===== config.mk =====
export PLATFORM = sky130hd
export DESIGN_NAME = sound_source_arbiter_flat
export DESIGN_NICKNAME = d
export VERILOG_FILES = /design/src/rtl/sound_source_arbiter_if.sv /design/src/rtl/sound_source_arbiter.sv /design/src/flat_wrapper.sv
export SDC_FILE = /design/constraint.sdc
export NUM_CORES = 1
export LEC_CHECK = 0
export ABC_AREA = 1
export CORE_UTILIZATION = 56
export CTS_CLUSTER_SIZE = 16
export DETAILED_ROUTE_END_ITERATION = 10
export GPL_TIMING_DRIVEN = 0
export PLACE_DENSITY = 0.88
export REMOVE_ABC_BUFFERS = 1
export SETUP_SLACK_MARGIN = 0.05
export SLEW_MARGIN = 20
export SYNTH_ARGS = -nofsm -noshare
export SYNTH_HDL_FRONTEND = slang
export SYNTH_SLANG_ARGS = --single-unit

===== constraint.sdc =====
create_clock -name clk -period 2.8 [get_ports clk]
set_clock_uncertainty 0.05 [all_clocks]
set_input_delay 0.42 -clock clk [delete_from_list [all_inputs] [get_ports clk]]
set_output_delay 0.42 -clock clk [all_outputs]
set_load 0.005 [all_outputs]

===== src/rtl/sound_source_arbiter_if.sv =====
// rtl/sound_source_arbiter_if.sv - melody-source request/note bus and granted tone-decoder outputs
interface sound_source_arbiter_if #(
  parameter int N_SRC = 4
);
  logic [N_SRC-1:0]   req;
  logic [4*N_SRC-1:0] note_bus;
  logic [N_SRC-1:0]   grant;
  logic [3:0]         note_num;
  logic               enable_sound;
  logic               busy;

  modport master (
    output req, note_bus,
    input  grant, note_num, enable_sound, busy
  );

  modport slave (
    input  req, note_bus,
    output grant, note_num, enable_sound, busy
  );
endinterface


===== src/rtl/sound_source_arbiter.sv =====
// rtl/sound_source_arbiter.sv - fixed-priority tone-generator arbiter with silent gap and hold timeout
// Optional direct preemption by higher-priority sources: define SOUND_PREEMPT_EN.
module sound_source_arbiter #(
  parameter int N_SRC     = 4,
  parameter int GAP_TICKS = 1,
  parameter int MAX_TICKS = 12
) (
  input  logic clk,
  input  logic resetN,
  input  logic slowClken,
  sound_source_arbiter_if.slave bus
);

  localparam int MAXV = (MAX_TICKS > GAP_TICKS) ? MAX_TICKS : GAP_TICKS;
  localparam int CW   = (MAXV < 1) ? 1 : $clog2(MAXV + 1);
  localparam int OW   = (N_SRC < 2) ? 1 : $clog2(N_SRC);
  localparam logic [3:0] NOTE_SILENT = 4'd13;

  typedef enum logic [1:0] {S_IDLE, S_GRANT, S_GAP} state_t;

  state_t           state, state_n;
  logic [N_SRC-1:0] grant_q, grant_n;
  logic [N_SRC-1:0] lockout, lockout_n;
  logic [N_SRC-1:0] eligible;
  logic [3:0]       note_q, note_n;
  logic             en_q;
  logic [CW-1:0]    hold_cnt, hold_n;
  logic [CW-1:0]    gap_cnt, gap_n;
  logic [OW-1:0]    owner, owner_n;
  logic [OW-1:0]    winner;
  logic             any_elig;
  logic             timeout;
  logic             gap_done;

  function automatic logic [3:0] lane(input logic [4*N_SRC-1:0] nb, input logic [OW-1:0] idx);
    return nb[4*int'(idx) +: 4];
  endfunction

  function automatic logic [CW-1:0] sat_inc(input logic [CW-1:0] c);
    return (c == {CW{1'b1}}) ? c : c + 1'b1;
  endfunction

  assign eligible = bus.req & ~lockout;

  // Descending scan so the lowest eligible index is the one left standing.
  always_comb begin
    winner   = '0;
    any_elig = 1'b0;
    for (int i = N_SRC - 1; i >= 0; i--) begin
      if (eligible[i]) begin
        winner   = OW'(i);
        any_elig = 1'b1;
      end
    end
  end

  assign timeout  = (MAX_TICKS != 0) && slowClken && (int'(hold_cnt) == MAX_TICKS - 1);
  assign gap_done = (int'(gap_cnt) >= GAP_TICKS);

  always_comb begin
    state_n   = state;
    grant_n   = grant_q;
    note_n    = note_q;
    hold_n    = hold_cnt;
    gap_n     = gap_cnt;
    owner_n   = owner;
    lockout_n = lockout & bus.req;
    case (state)
      S_IDLE: begin
        if (any_elig) begin
          state_n = S_GRANT;
          owner_n = winner;
          grant_n = N_SRC'(1) << winner;
          note_n  = lane(bus.note_bus, winner);
          hold_n  = '0;
          gap_n   = '0;
        end
      end
      S_GRANT: begin
        // A release in the timeout clk wins, so the owner is not locked out.
        if (!bus.req[owner] || timeout) begin
          state_n = S_GAP;
          grant_n = '0;
          note_n  = NOTE_SILENT;
          hold_n  = '0;
          gap_n   = '0;
          if (bus.req[owner]) lockout_n[owner] = 1'b1;
        end
`ifdef SOUND_PREEMPT_EN
        else if (any_elig && (winner < owner)) begin
          owner_n = winner;
          grant_n = N_SRC'(1) << winner;
          note_n  = lane(bus.note_bus, winner);
          hold_n  = '0;
        end
`endif
        else begin
          note_n = lane(bus.note_bus, owner);
          if (slowClken) hold_n = sat_inc(hold_cnt);
        end
      end
      S_GAP: begin
        if (gap_done) begin
          if (any_elig) begin
            state_n = S_GRANT;
            owner_n = winner;
            grant_n = N_SRC'(1) << winner;
            note_n  = lane(bus.note_bus, winner);
            hold_n  = '0;
            gap_n   = '0;
          end else begin
            state_n = S_IDLE;
          end
        end else if (slowClken) begin
          gap_n = sat_inc(gap_cnt);
        end
      end
      default: state_n = S_IDLE;
    endcase
  end

  always_ff @(posedge clk or negedge resetN) begin
    if (!resetN) begin
      state    <= S_IDLE;
      grant_q  <= '0;
      note_q   <= NOTE_SILENT;
      en_q     <= 1'b0;
      hold_cnt <= '0;
      gap_cnt  <= '0;
      owner    <= '0;
      lockout  <= '0;
    end else begin
      state    <= state_n;
      grant_q  <= grant_n;
      note_q   <= note_n;
      en_q     <= |grant_n;
      hold_cnt <= hold_n;
      gap_cnt  <= gap_n;
      owner    <= owner_n;
      lockout  <= lockout_n;
    end
  end

  assign bus.grant        = grant_q;
  assign bus.note_num     = note_q;
  assign bus.enable_sound = en_q;
  assign bus.busy         = (state != S_IDLE);

endmodule


===== src/flat_wrapper.sv =====
// flat-port wrapper written by rule: the top's interface ports become plain ports
module sound_source_arbiter_flat 
#(
  parameter int N_SRC     = 4,
  parameter int GAP_TICKS = 1,
  parameter int MAX_TICKS = 12
)
  (clk, resetN, slowClken, bus_req, bus_note_bus, bus_grant, bus_note_num, bus_enable_sound, bus_busy);
  sound_source_arbiter_if #(.N_SRC(N_SRC)) bus_i ();
  input  logic clk;
  input  logic resetN;
  input  logic slowClken;
  input wire logic [$bits(bus_i.req)-1:0] bus_req;
  input wire logic [$bits(bus_i.note_bus)-1:0] bus_note_bus;
  output wire logic [$bits(bus_i.grant)-1:0] bus_grant;
  output wire logic [$bits(bus_i.note_num)-1:0] bus_note_num;
  output wire logic [$bits(bus_i.enable_sound)-1:0] bus_enable_sound;
  output wire logic [$bits(bus_i.busy)-1:0] bus_busy;
  assign bus_i.req = bus_req;
  assign bus_i.note_bus = bus_note_bus;
  assign bus_grant = bus_i.grant;
  assign bus_note_num = bus_i.note_num;
  assign bus_enable_sound = bus_i.enable_sound;
  assign bus_busy = bus_i.busy;
  sound_source_arbiter #(.N_SRC(N_SRC), .GAP_TICKS(GAP_TICKS), .MAX_TICKS(MAX_TICKS)) u_core (.clk(clk), .resetN(resetN), .slowClken(slowClken), .bus(bus_i));
endmodule

Fig. 1: placement by cell class
(8 px per µm) Fill, decap, tap and diode cells in grey.
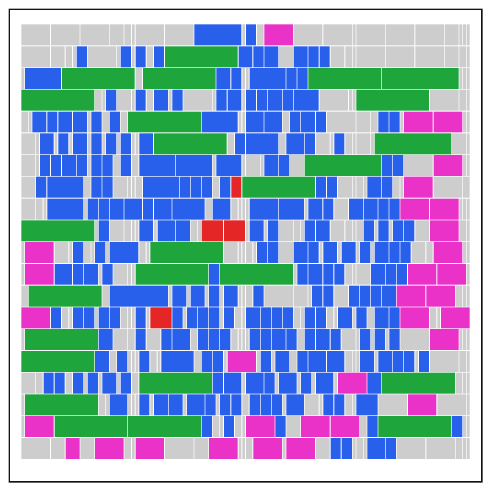
colour	class	cells
green	sequential cells	25
red	clock drivers and dummy loads	4
blue	combinational and other logic	240
magenta	remaining buffers and delay cells	32
fin area: 2190 µm²
flop share of the area: 28.7%
# rows: 20
utilization after layout: 71.7%
core footprint: 3050 µm²

Fig. 2: congestion heat map
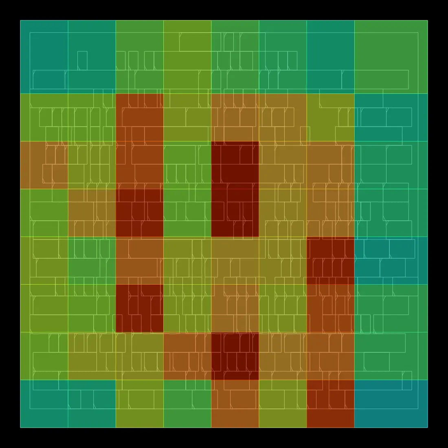
GRT met1 Usage: 36.1%
GR Util met3: 2.86%
met2 Usage GRT: 43.8%
DR WL/cell: 11.8 µm
GRT busiest layer: met2

==> flow_summary.toml <==
# physical design summary
[power_and_ir_drop]
leakage_uw = 0.00115
power_switching_uw = 818
p_int_uw = 955
swShare_pct = 46.1
p_seq_share_pct = 32.4

[placement]
gp_congestion = 0.957
io_buffer_count = 32

[worst_setup_path]
end_kind = "output pin"
r2r_cells = 8
cp_data_arrival_time_ps = 1720

[final_layout]
logic_area_um2 = 1010
layout-drive-gt1-share_pct = 10.3
syn2layout_area_growth_pct = 20.9

[yosys]
synthAoiAreaFrac_pct = 11.5
adder_share_pct = 5.52
synthXorXnorAreaFrac_pct = 0.967
synth_area_um2 = 1810
flop_cell = "dfrtp_1"
top_logic_kind = "simple AND/OR/NAND/NOR gates"
ys_sh_mux_pct = 0
top_cell_area_share_pct = 30.4
ys_chip_area_um2 = 1810
yosys-top-cells-count = "87 x nand2_1, 33 x inv_1, 27 x nor2_1"
yosysCellCount = 267

[drt]
drcViolationCount = 0
drtPass1Iterations = 6
top_layer = "met4"

[clock_network]
cts_setup_buffers = 0
cts_sinks = 25

[global_route]
grt_pass1_wl_um = 7060

[floorplan]
num_io_pins = 33

[outcome]
status = "finished clean"

[sta]
worst_pin_slew_ps = 567
Fig. 3: power grid
(6 px per µm) Pins as bars on the die edge.
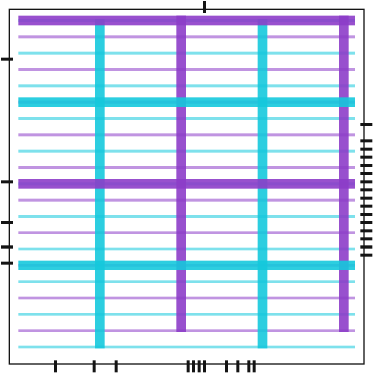
colour	net
purple	VDD
cyan	VSS
met1 rails	21
rows	20
met4 straps	4
met5 straps	4
Horiz. Die Dim: 58.9 µm
Die Ht: 58.9 µm

Fig. 4: clock distribution
(10 px per µm)
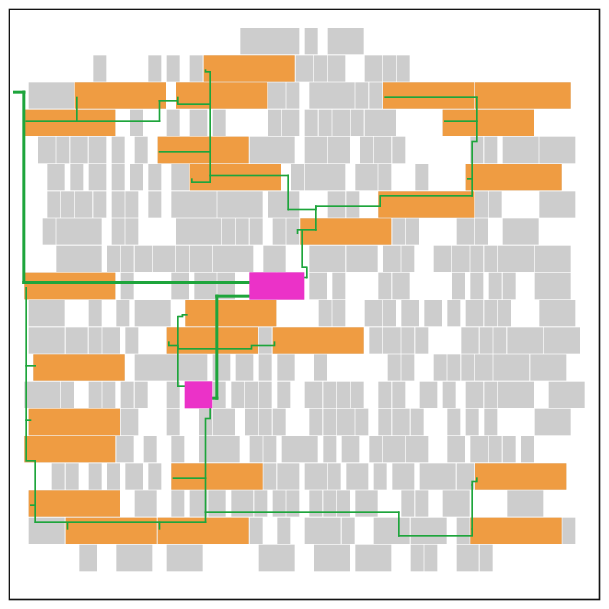
[green] clock wires | length: 292 µm
[magenta] clock drivers | count: 3
[orange] flip-flops | count: 25
flops lie	all over the die
routed clock nets	4
P_clk: 163 µW
clk ins delay skew pair: 320 ps

Power and IR drop assume default switching activity.
